### config.mk
export PLATFORM = sky130hd
export DESIGN_NAME = instr_encoder_writer
export DESIGN_NICKNAME = d
export VERILOG_FILES = /design/src/rtl/instr_encoder_writer.sv
export SDC_FILE = /design/constraint.sdc
export NUM_CORES = 1
export LEC_CHECK = 0
export ABC_AREA = 1
export CORE_MARGIN = 2
export CORE_UTILIZATION = 52
export DETAILED_ROUTE_END_ITERATION = 10
export GPL_TIMING_DRIVEN = 0
export PLACE_DENSITY = 0.85
export SLEW_MARGIN = 20
export SYNTH_ARGS = -nofsm -noshare
export SYNTH_HDL_FRONTEND = slang
export SYNTH_SLANG_ARGS = --single-unit
### constraint.sdc
create_clock -name clk -period 2.8 [get_ports clk]
set_input_delay 0.56 -clock clk [delete_from_list [all_inputs] [get_ports clk]]
set_output_delay 0.56 -clock clk [all_outputs]
set_load 0.01 [all_outputs]
### src/rtl/instr_encoder_writer.sv
// Packs symbolic instructions into 32-bit words and streams them into instruction memory.
// A finish request appends an all-zero END word (if room remains) and parks the block in DONE.
module instr_encoder_writer #(
    parameter int ADDR_W = 8,
    parameter int DEPTH  = 256,
    parameter int SP_REG = 13
) (
    input  logic              clk,
    input  logic              rst_n,
    input  logic              in_valid,
    output logic              in_ready,
    input  logic [3:0]        in_op,
    input  logic [2:0]        in_cond,
    input  logic [3:0]        in_rd,
    input  logic [3:0]        in_rn,
    input  logic [3:0]        in_rm,
    input  logic [23:0]       in_imm,
    input  logic              finish,
    output logic              mem_we,
    output logic [ADDR_W-1:0] mem_addr,
    output logic [31:0]       mem_wdata,
    output logic              err,
    output logic              full,
    output logic              done,
    output logic [ADDR_W:0]   count
);

    typedef enum logic [1:0] {IDLE, WRITE, DONE} state_t;

    localparam logic [ADDR_W:0] DEPTH_P = (ADDR_W+1)'(DEPTH);
    localparam logic [ADDR_W:0] PTR_INC = (ADDR_W+1)'(1);
    localparam logic [3:0]      SP      = 4'(SP_REG);

    state_t              state_q, state_d;
    logic [ADDR_W:0]     ptr_q, ptr_d;
    logic                mem_we_q, mem_we_d;
    logic [ADDR_W-1:0]   mem_addr_q, mem_addr_d;
    logic [31:0]         mem_wdata_q, mem_wdata_d;
    logic                err_q, err_d;
    logic                full_q, full_d;
    logic                done_q, done_d;
    logic                ending_q, ending_d;

    logic [31:0] word;
    logic        legal;
    logic        imm_ok;
    logic [23:0] mag;
    logic [3:0]  cond_nib;

    assign imm_ok = (in_imm[23:12] == 12'h000);
    // Branch offset magnitude; -2**23 keeps bit 23 set and is rejected as out of range.
    assign mag    = in_imm[23] ? (~in_imm + 24'd1) : in_imm;

    always_comb begin
        cond_nib = 4'he;
        case (in_cond)
            3'd0:    cond_nib = 4'he;
            3'd1:    cond_nib = 4'h0;
            3'd2:    cond_nib = 4'h1;
            3'd3:    cond_nib = 4'hc;
            3'd4:    cond_nib = 4'hb;
            3'd5:    cond_nib = 4'ha;
            3'd6:    cond_nib = 4'hd;
            default: cond_nib = 4'he;
        endcase
    end

    always_comb begin
        word  = 32'h0;
        legal = 1'b0;
        case (in_op)
            4'd0:  begin word = {12'he1a, 4'h0, in_rd, 8'h00, in_rm}; legal = 1'b1; end
            4'd1:  begin word = {12'he3a, 4'h0, in_rd, in_imm[11:0]}; legal = imm_ok; end
            4'd2:  begin word = {12'he08, in_rn, in_rd, 8'h00, in_rm}; legal = 1'b1; end
            4'd3:  begin word = {12'he28, in_rn, in_rd, in_imm[11:0]}; legal = imm_ok; end
            4'd4:  begin word = {12'he04, in_rn, in_rd, 8'h00, in_rm}; legal = 1'b1; end
            4'd5:  begin word = {12'he24, in_rn, in_rd, in_imm[11:0]}; legal = imm_ok; end
            4'd6:  begin word = {12'he15, in_rn, 4'h0, 8'h00, in_rm}; legal = 1'b1; end
            4'd7:  begin word = {12'he35, in_rn, 4'h0, in_imm[11:0]}; legal = imm_ok; end
            4'd8:  begin word = {12'he59, in_rn, in_rd, in_imm[11:0]}; legal = imm_ok; end
            4'd9:  begin word = {12'he58, in_rn, in_rd, in_imm[11:0]}; legal = imm_ok; end
            4'd10: begin word = {12'he52, SP, in_rd, 12'd4}; legal = 1'b1; end
            4'd11: begin word = {12'he49, SP, in_rd, 12'd4}; legal = 1'b1; end
            4'd12: begin
                word  = {cond_nib, 4'ha, in_imm[23], mag[22:0]};
                legal = (in_cond != 3'd7) && !mag[23];
            end
            default: begin word = 32'h0; legal = 1'b0; end
        endcase
    end

    assign in_ready = (state_q == IDLE) && !full_q && !done_q;

    // Finish outranks a pending request; an accepted request never waits a second cycle.
    always_comb begin
        state_d     = state_q;
        ptr_d       = ptr_q;
        mem_we_d    = 1'b0;
        mem_addr_d  = mem_addr_q;
        mem_wdata_d = mem_wdata_q;
        err_d       = 1'b0;
        full_d      = full_q;
        done_d      = done_q;
        ending_d    = ending_q;
        case (state_q)
            IDLE: begin
                if (finish) begin
                    if (!full_q) begin
                        mem_wdata_d = 32'h0;
                        mem_addr_d  = ptr_q[ADDR_W-1:0];
                        mem_we_d    = 1'b1;
                        ending_d    = 1'b1;
                        state_d     = WRITE;
                    end else begin
                        done_d  = 1'b1;
                        state_d = DONE;
                    end
                end else if (in_valid && in_ready) begin
                    if (legal) begin
                        mem_wdata_d = word;
                        mem_addr_d  = ptr_q[ADDR_W-1:0];
                        mem_we_d    = 1'b1;
                        state_d     = WRITE;
                    end else begin
                        err_d = 1'b1;
                    end
                end
            end
            WRITE: begin
                ptr_d  = ptr_q + PTR_INC;
                full_d = ((ptr_q + PTR_INC) == DEPTH_P);
                if (ending_q) begin
                    done_d  = 1'b1;
                    state_d = DONE;
                end else begin
                    state_d = IDLE;
                end
            end
            DONE: begin
                state_d = DONE;
            end
            default: begin
                state_d = IDLE;
            end
        endcase
    end

    always_ff @(posedge clk) begin
        if (!rst_n) begin
            state_q     <= IDLE;
            ptr_q       <= '0;
            mem_we_q    <= 1'b0;
            mem_addr_q  <= '0;
            mem_wdata_q <= 32'h0;
            err_q       <= 1'b0;
            full_q      <= 1'b0;
            done_q      <= 1'b0;
            ending_q    <= 1'b0;
        end else begin
            state_q     <= state_d;
            ptr_q       <= ptr_d;
            mem_we_q    <= mem_we_d;
            mem_addr_q  <= mem_addr_d;
            mem_wdata_q <= mem_wdata_d;
            err_q       <= err_d;
            full_q      <= full_d;
            done_q      <= done_d;
            ending_q    <= ending_d;
        end
    end

    assign mem_we    = mem_we_q;
    assign mem_addr  = mem_addr_q;
    assign mem_wdata = mem_wdata_q;
    assign err       = err_q;
    assign full      = full_q;
    assign done      = done_q;
    assign count     = ptr_q;

endmodule

**M2 wires**

Scale: 4 px per um. Cells faint in the background.
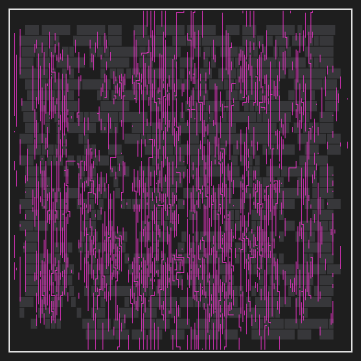
share of all routed wire: 47%
wire length on this layer: 4720 um

**Pin placement**

Scale: 3 px per um. Pins as bars across the die edge, other pins in gray.
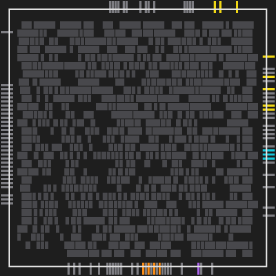
| port | color | pins | direction | edge |
|---|---|---|---|---|
| `mem_addr` | yellow | 8 | output | 5 right, 3 top |
| `in_rm` | orange | 4 | input | bottom |
| `in_cond` | cyan | 3 | input | right |
| `mem_we` | purple | 1 | output | bottom |
all pins by edge: 30 left, 28 bottom, 26 right, 17 top

**Clock routing**

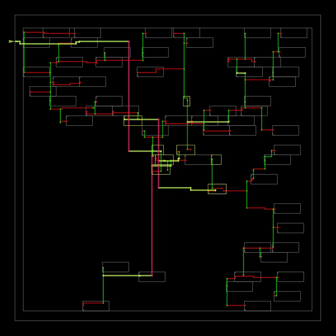
worst clock skew: 9.92 ps
clk latency late pin: 310 ps
Clock Sink Count: 56
CLK BUF: 5

==> run summary <==
flow finished, numbers: worst r2r src=count[0]$_SDFFE_PN0P_, n_taps=77, clk root buf=clkbuf_8, end point of the critical path=mem_wdata[0]$_SDFFE_PN0P_, routability cong.=slightly above 0.9, FP Rows=29, number of global-route vias before repair=3569, worst setup margin=around 470 ps, fraction of registers with async set/reset=0%, Max Used Layer=met4, met3 routed WL=784 um, Worst Setup Start Kind=input pin, die height=85.2 um, DRT antenna net count=0, critical path depth=13, Min Clock Period, post-route=2330 ps, Clk pwr share=between 20% and 30%, CP Cell Sequence=clkdlybuf4s50_1 > inv_2 > nand2_2 > nand2_4 > nand2_1 > nor2_1 > nor2_2 > nand3_4 > nand2_8 > nor2_8 > buf_6 > nand2_1 > a21oi_1, die width=85.2 um, via/cell ratio=5.45, top cells by count=159 x nand2_1, 73 x nor2_1, 56 x dfxtp_1, status=finished, final reports clean, number of OpenROAD warnings=27, WL met2=4.72 mm, HP Start=mem_wdata[9]$_SDFFE_PN0P_, Residual DRC=0, post-synthesis cell count=between 500 and 600, initial antenna violation count=0, Commonest flop=dfxtp_1, critical path type=input pin to register, logic area=around 0.0020 mm2, fmax=0.430 GHz, synth top area cells=dfxtp_1 33%, nand2_1 17%, nor2_1 8.0%, vias=4005, # H-tree levels=2, Setup Fix Bufs, Post-CTS=0, CTS buffer count=5, Metal-1 WL=roughly 4.3 mm, Min Hold Slack=470 ps, relative slew slack=55.0%, synthesized area=0.00343 mm2, Max clock buf depth=2, Ys Warns=0, aggregate routed wire length=10.1 mm, Critical Path End Type=register, # fillers=547, most used cell, CP=nand2_1, number of port buffers=98, buffer and inverter count on the worst path=3, P_seq=between 800 and 900 uW, Layout Area Growth over Synthesis=34.0%, Largest cell class=multi-input combinational cells, Clk. pwr=461 uW, Sw Ratio=32.8%, ANT cells=0, Final period util=83.1%, leakage=around 1.9 nW, Syn Nets=about 600, Top delay family on crit path=simple AND/OR/NAND/NOR gates, Initial Util=54.0%, Nets=707, worst hold path type=register to register, first-pass GRT wire length=16.3 mm, # IOs=101, Reg2Reg Depth=8, inverter count=51, cells in synth_stat.txt=approximately 550, #MultiIn Comb=between 400 and 500, layout cell share with drive strength beyond 1=5.62%, Wirelength per Cell=13.7 um, post-route setup TNS=0 ps, Comb/total area=around 43%, unrepaired setup endpoints after global routing=no, Detail Placement HPWL=7.96 mm, CTS tree=yes, Hold Path Sink=mem_wdata[9]$_SDFFE_PN0P_, EDFF count, synth=0, RR Endpoint=full$_SDFFE_PN0P_
**Placed cells, one color a class**

Scale: 4 px per um. Fill, decap, tap and diode cells in gray.
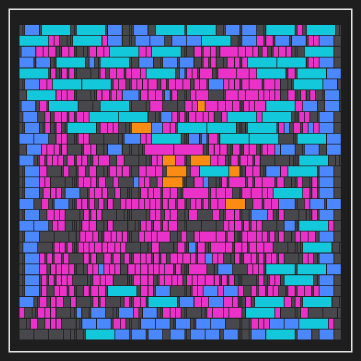
| class | color | cells | share of their area |
|---|---|---|---|
| clock drivers and dummy loads | orange | 8 | 2.0% |
| sequential cells | cyan | 56 | 25% |
| remaining logic cells | magenta | 475 | 48% |
| remaining buffers and delay cells | blue | 119 | 25% |

**Routed clock nets over the placement**

Scale: 6 px per um.
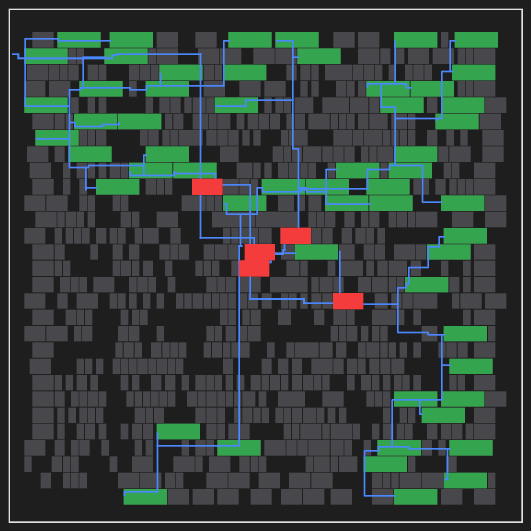
[flip-flops] green | count: 56
[clock-net drivers] red | count: 5
[clock wires] blue | length: 666 um
flops lie: spread over the die
routed clock nets: 6

-- kinds of logic (layout without fill, tap and decap cells) --
kind of cell / after synthesis / after routing / synth area share, %
AOI/OAI and AO/OA: 105 / 105 / 16.0
buffers and inverters: 72 / 178 / 9.26
adders and majority gates: 3 / 3 / 1.09
DFF: 56 / 56 / 32.7
and+or+nand+nor: 308 / 308 / 38.9
xor gates and xnor gates: 8 / 8 / 2.04
-- per-stage QoR --
stage | cell area (um2) | utilization, % | total power [mW] | std cells
after detailed placement | 4510 | 71.0 | 1.45 | 727
after global placement | 4510 | 71.0 | 1.44 | 727
after global routing | 4600 | 72.4 | 1.99 | 735
final | 4600 | 72.4 | 1.89 | 735
after floorplan | 3430 | - | 1.19 | 552
after CTS | 4600 | 72.4 | 1.89 | 735
-- registers in the layout, summed over array words and instances, names as in the netlist --
register / count
mem_wdata: 32
count: 9
mem_addr: 8
state_q: 2
done: 1
ending_q: 1
err: 1
full: 1
mem_we: 1
-- metal layers --
layer,GRT usage (%),vias up
met5,0,-
li1,-,2007
met2,46.4,182
met1,37.1,1794
met3,3.79,22
met4,7.22,0
-- cell usage in the layout, fill, tap and decap left out, drive strengths merged, types with 3 or more instances in the layout --
| master | Yosys | final |
|---|---|---|
| dfxtp | 56 | 56 |
| o211ai | 3 | 3 |
| ha | 3 | 3 |
| o21ai | 42 | 42 |
| nor3 | 4 | 4 |
| clkdlybuf4s50 | 0 | 98 |
| inv | 51 | 52 |
| a21oi | 54 | 54 |
| buf | 10 | 10 |
| nand4 | 6 | 6 |
| nand2 | 165 | 165 |
| xor2 | 7 | 7 |
| clkbuf | 11 | 16 |
| nand3 | 51 | 51 |
| nor2 | 77 | 77 |
Power is estimated from default activity; no workload was simulated.
